### The metal 3 layer, run 1

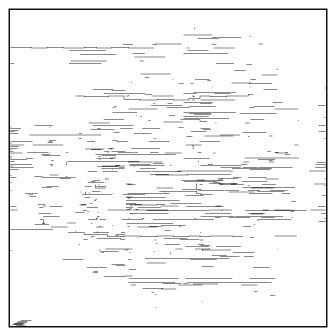
### Track usage over the die, run 1

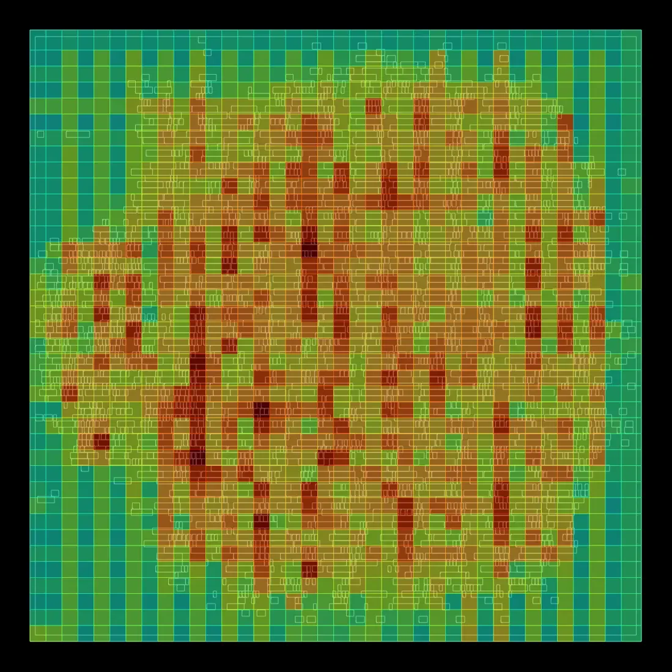
### Met1 routing, run 1

The bar under the picture is 100 um long.
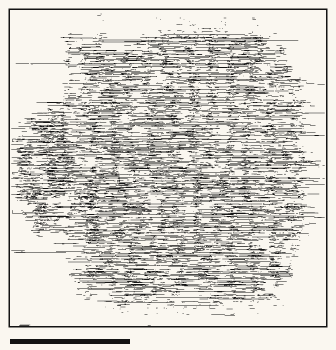
File: config.mk
export PLATFORM = sky130hd
export DESIGN_NAME = sw_column_readout_ctrl
export DESIGN_NICKNAME = d
export VERILOG_FILES = /design/src/rtl/sw_column_readout_ctrl.sv
export SDC_FILE = /design/constraint.sdc
export NUM_CORES = 1
export LEC_CHECK = 0
export ABC_AREA = 1
export CORE_MARGIN = 2
export CORE_UTILIZATION = 45
export CTS_CLUSTER_SIZE = 14
export DETAILED_ROUTE_END_ITERATION = 12
export GPL_TIMING_DRIVEN = 0
export HOLD_SLACK_MARGIN = 0.15
export PLACE_DENSITY = 0.69
export REMOVE_ABC_BUFFERS = 1
export SLEW_MARGIN = 20
export SYNTH_ARGS = -nofsm -noshare
export SYNTH_HDL_FRONTEND = slang
export SYNTH_SLANG_ARGS = --single-unit
File: constraint.sdc
create_clock -name clk -period 2.9 [get_ports clk]
set_clock_uncertainty 0.2 [all_clocks]
set_input_delay 0.725 -clock clk [delete_from_list [all_inputs] [get_ports clk]]
set_output_delay 0.725 -clock clk [all_outputs]
set_load 0.1 [all_outputs]
File: src/rtl/sw_column_readout_ctrl.sv
// Column-end readout controller: queues L1As, drives the chain broadcast bus,
// drains each triggered event via unreadHit/read and frames it into an output FIFO.
module sw_column_readout_ctrl #(
  parameter int PEND_W     = 4,
  parameter int FIFO_AW    = 4,
  parameter int SETTLE_CYC = 2
) (
  input  logic              clk,
  input  logic              reset,
  input  logic              L1A,
  input  logic [8:0]        L1ADelay,
  input  logic [38:0]       swData,
  input  logic              swUnreadHit,
  output logic              swRead,
  output logic [11:0]       swBCST,
  output logic [39:0]       outData,
  output logic              outValid,
  input  logic              outReady,
  output logic [PEND_W-1:0] pendingL1A,
  output logic              l1Overflow
);

  localparam int DEPTH = 2**FIFO_AW;
  localparam logic [FIFO_AW:0]  LP_ROOM_MAX   = (FIFO_AW+1)'(DEPTH-2);
  localparam logic [2:0]        LP_SETTLE_END = 3'(SETTLE_CYC-1);
  localparam logic [PEND_W-1:0] LP_PEND_ONE   = PEND_W'(1);

  typedef enum logic [2:0] {
    S_IDLE, S_LOAD, S_SETTLE, S_CHECK, S_READ, S_GAP, S_TRAILER
  } state_t;

  state_t              r_state, w_state_nxt;
  logic                r_reset_q, r_l1a_q, r_load, r_read;
  logic [PEND_W-1:0]   r_pend;
  logic                r_ovf;
  logic [11:0]         r_evt_cnt;
  logic [8:0]          r_hit_cnt;
  logic                r_trunc;
  logic [2:0]          r_settle;

  logic [39:0]         r_mem [DEPTH];
  logic [FIFO_AW-1:0]  r_wr_ptr, r_rd_ptr;
  logic [FIFO_AW:0]    r_count;
  logic [39:0]         r_out_data;
  logic                r_out_valid;

  logic                w_fifo_wr, w_pop, w_room2, w_dec;
  logic [39:0]         w_fifo_din;
  logic [FIFO_AW:0]    w_used;

  // The output register counts toward occupancy so the total depth stays DEPTH.
  assign w_used  = r_count + {{FIFO_AW{1'b0}}, r_out_valid};
  assign w_room2 = (w_used <= LP_ROOM_MAX);
  assign w_pop   = (r_count != '0) && (!r_out_valid || outReady);
  assign w_dec   = (r_state == S_LOAD);

  always_comb begin
    w_state_nxt = r_state;
    w_fifo_wr   = 1'b0;
    w_fifo_din  = '0;
    case (r_state)
      S_IDLE:    if ((r_pend != '0) && !swUnreadHit && w_room2) w_state_nxt = S_LOAD;
      S_LOAD: begin
        w_fifo_wr   = 1'b1;
        w_fifo_din  = {2'b10, 26'd0, r_evt_cnt};
        w_state_nxt = S_SETTLE;
      end
      S_SETTLE:  if (r_settle == 3'd0) w_state_nxt = S_CHECK;
      S_CHECK: begin
        if (!swUnreadHit)  w_state_nxt = S_TRAILER;
        else if (w_room2)  w_state_nxt = S_READ;
      end
      S_READ: begin
        w_fifo_wr   = 1'b1;
        w_fifo_din  = {1'b0, swData};
        w_state_nxt = S_GAP;
      end
      S_GAP:     w_state_nxt = S_CHECK;
      S_TRAILER: begin
        w_fifo_wr   = 1'b1;
        w_fifo_din  = {2'b11, 28'd0, r_trunc, r_hit_cnt};
        w_state_nxt = S_IDLE;
      end
      default:   w_state_nxt = S_IDLE;
    endcase
  end

  always_ff @(posedge clk) begin
    r_reset_q <= reset;
    if (reset) begin
      r_state   <= S_IDLE;
      r_l1a_q   <= 1'b0;
      r_load    <= 1'b0;
      r_read    <= 1'b0;
      r_pend    <= '0;
      r_ovf     <= 1'b0;
      r_evt_cnt <= '0;
      r_hit_cnt <= '0;
      r_trunc   <= 1'b0;
      r_settle  <= '0;
    end else begin
      r_state <= w_state_nxt;
      r_l1a_q <= L1A;
      r_load  <= (w_state_nxt == S_LOAD);
      r_read  <= (w_state_nxt == S_READ);
      if (L1A && !w_dec) begin
        if (&r_pend) r_ovf  <= 1'b1;
        else         r_pend <= r_pend + LP_PEND_ONE;
      end else if (!L1A && w_dec) begin
        r_pend <= r_pend - LP_PEND_ONE;
      end
      if (r_state == S_LOAD) begin
        r_evt_cnt <= r_evt_cnt + 12'd1;
        r_hit_cnt <= '0;
        r_trunc   <= 1'b0;
        r_settle  <= LP_SETTLE_END;
      end
      if (r_state == S_SETTLE && r_settle != 3'd0) r_settle <= r_settle - 3'd1;
      if (r_state == S_READ) begin
        if (r_hit_cnt != 9'h1FF)  r_hit_cnt <= r_hit_cnt + 9'd1;
        if (r_hit_cnt >= 9'd510)  r_trunc   <= 1'b1;
      end
    end
  end

  always_ff @(posedge clk) begin
    if (w_fifo_wr) r_mem[r_wr_ptr] <= w_fifo_din;
  end

  always_ff @(posedge clk) begin
    if (reset) begin
      r_wr_ptr    <= '0;
      r_rd_ptr    <= '0;
      r_count     <= '0;
      r_out_data  <= '0;
      r_out_valid <= 1'b0;
    end else begin
      if (w_fifo_wr) r_wr_ptr <= r_wr_ptr + FIFO_AW'(1);
      if (w_pop) begin
        r_out_data  <= r_mem[r_rd_ptr];
        r_rd_ptr    <= r_rd_ptr + FIFO_AW'(1);
        r_out_valid <= 1'b1;
      end else if (outReady) begin
        r_out_valid <= 1'b0;
      end
      case ({w_fifo_wr, w_pop})
        2'b10:   r_count <= r_count + (FIFO_AW+1)'(1);
        2'b01:   r_count <= r_count - (FIFO_AW+1)'(1);
        default: r_count <= r_count;
      endcase
    end
  end

  assign swRead     = r_read;
  assign swBCST     = {r_load, r_l1a_q, r_reset_q, L1ADelay};
  assign outData    = r_out_data;
  assign outValid   = r_out_valid;
  assign pendingL1A = r_pend;
  assign l1Overflow = r_ovf;

endmodule

==> summary.txt, run 1 <==
outcome: completed
Yosys Instances: 2704
Max Clock Freq: 352 MHz
crit-path cells: dlygate4sd2_1
Synth top cell by count: nor2_1
Syn-to-layout area delta: 14.9%
CTS tree: done
Chip Height: 264 um
WHS Path Cells: 1
met2 routed WL: 36000 um
Tmin final: 2840 ps
Setup crit end: outData[8]
P_seq: 12.6 mW
most instantiated logic cells after routing: nor2_1 (669), edfxtp_1 (640), o21ai_0 (305)
share of cells above drive strength 1: 8.57%
Async SR Flop Fraction: 0%
DP Wirelength: 38500 um
synth cell count leaders: nor2_1 (669), edfxtp_1 (640), o21ai_0 (307)
Tot Pwr: 32.5 mW
register area share after synthesis: 69.2%
first-pass detailed-route iteration total: 5
remaining antenna violation count: 0
Iteration-0 DRC Markers: 1968
FF+latch count, synth: 731
Notes on 'The metal 3 layer' above:
- main direction: horizontal
- wire length on this layer: 5810 um
- share of all routed wire: 7.8%
- longest straight run: 70.4 um
vias: 20300
met3 GRT Util: 3.34%
wirelength, routed: 74800 um

Notes on 'Track usage over the die' above:
GRT Overall Usage: 20.7%
met2 usage: 34.4%
Final Util: 52.1%

Notes on 'Met1 routing' above:
- wire length on this layer: 31.2 mm
- longest straight run: 52.0 um
- main direction: horizontal

==> run 2: changes to the inputs <==
- REMOVE_ABC_BUFFERS: 1 -> unset
### Track usage over the die, run 2

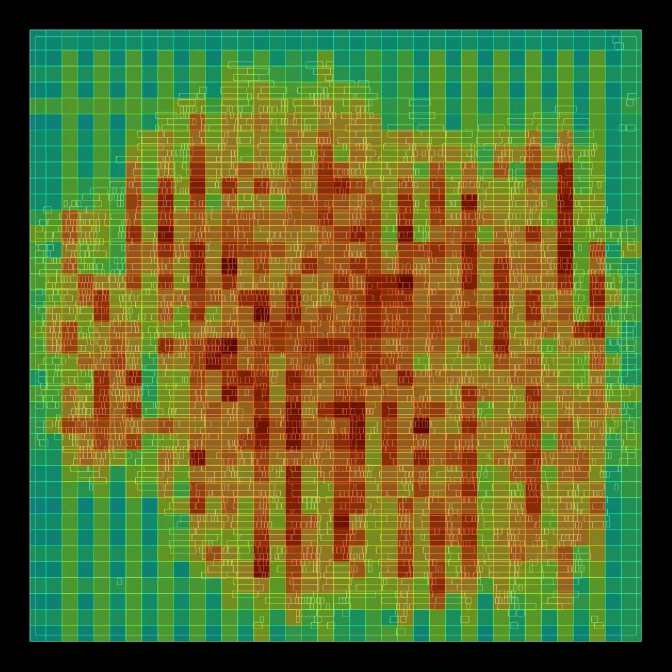
met3 GRT Util: 4.60%
met2 usage: 37.8%
routed len/inst: 22.2 um

==> run 2 against run 1 <==
Against the previous run:
- non-clock buffer count grew 161
- synthesized cell count unchanged
- power is 1.5% higher
- first-iteration DRC count is 39% higher
- critical path type unchanged
- highest routed layer is now met5
==> summary.txt, run 2 <==
outcome: completed
GRT Overall Usage: 24.1% (+3.4 points)
largest power group: sequential cells
Lkg Pwr: 12.8 nW
Final Util: 52.8% (+0.63 points)
CTS tree: done
Iteration-0 DRC Markers: 2738 (+39%)
flop share of the area: 59.5%
Synth top cell by count: nor2_1
met2 routed WL: 38900 um (+8.2%)
Final Hold Viols: 0
DP Wirelength: 55500 um (+44%)
number of global-route vias before repair: 20500
FF+latch count, synth: 731 (unchanged)
Setup crit end: outData[37]
vias: 21600 (+6.6%)
wirelength, routed: 85400 um (+14%)
vias per cell: 5.62
P_seq: 12.5 mW (about the same)
# DRC: 0
crit-path cells: dlygate4sd2_1
initial antenna violation count: 2
share of cells above drive strength 1: 11.4% (+2.8 points)
Syn Nets: 2778
register area share after synthesis: 69.2% (unchanged)
most instantiated logic cells after routing: nor2_1 (644), edfxtp_1 (640), o21ai_0 (305)
post-synthesis cell area: 30400 um^2
Syn-to-layout area delta: 16.3%
switch share: 38.2%
synth cell count leaders: nor2_1 (669), edfxtp_1 (640), o21ai_0 (307)
WHS Path Cells: 2 (+1)
Reg2Reg Setup Slack: 130 ps
Tot Pwr: 33.0 mW (+1.5%)
Max Clock Freq: 346 MHz (-1.7%)
remaining antenna violation count: 0 (unchanged)
Tmin final: 2890 ps (+48.6 ps)
first-pass detailed-route iteration total: 6 (+1)
Async SR Flop Fraction: 0% (unchanged)
No activity file was given, so power comes from the tool's default toggle rates.
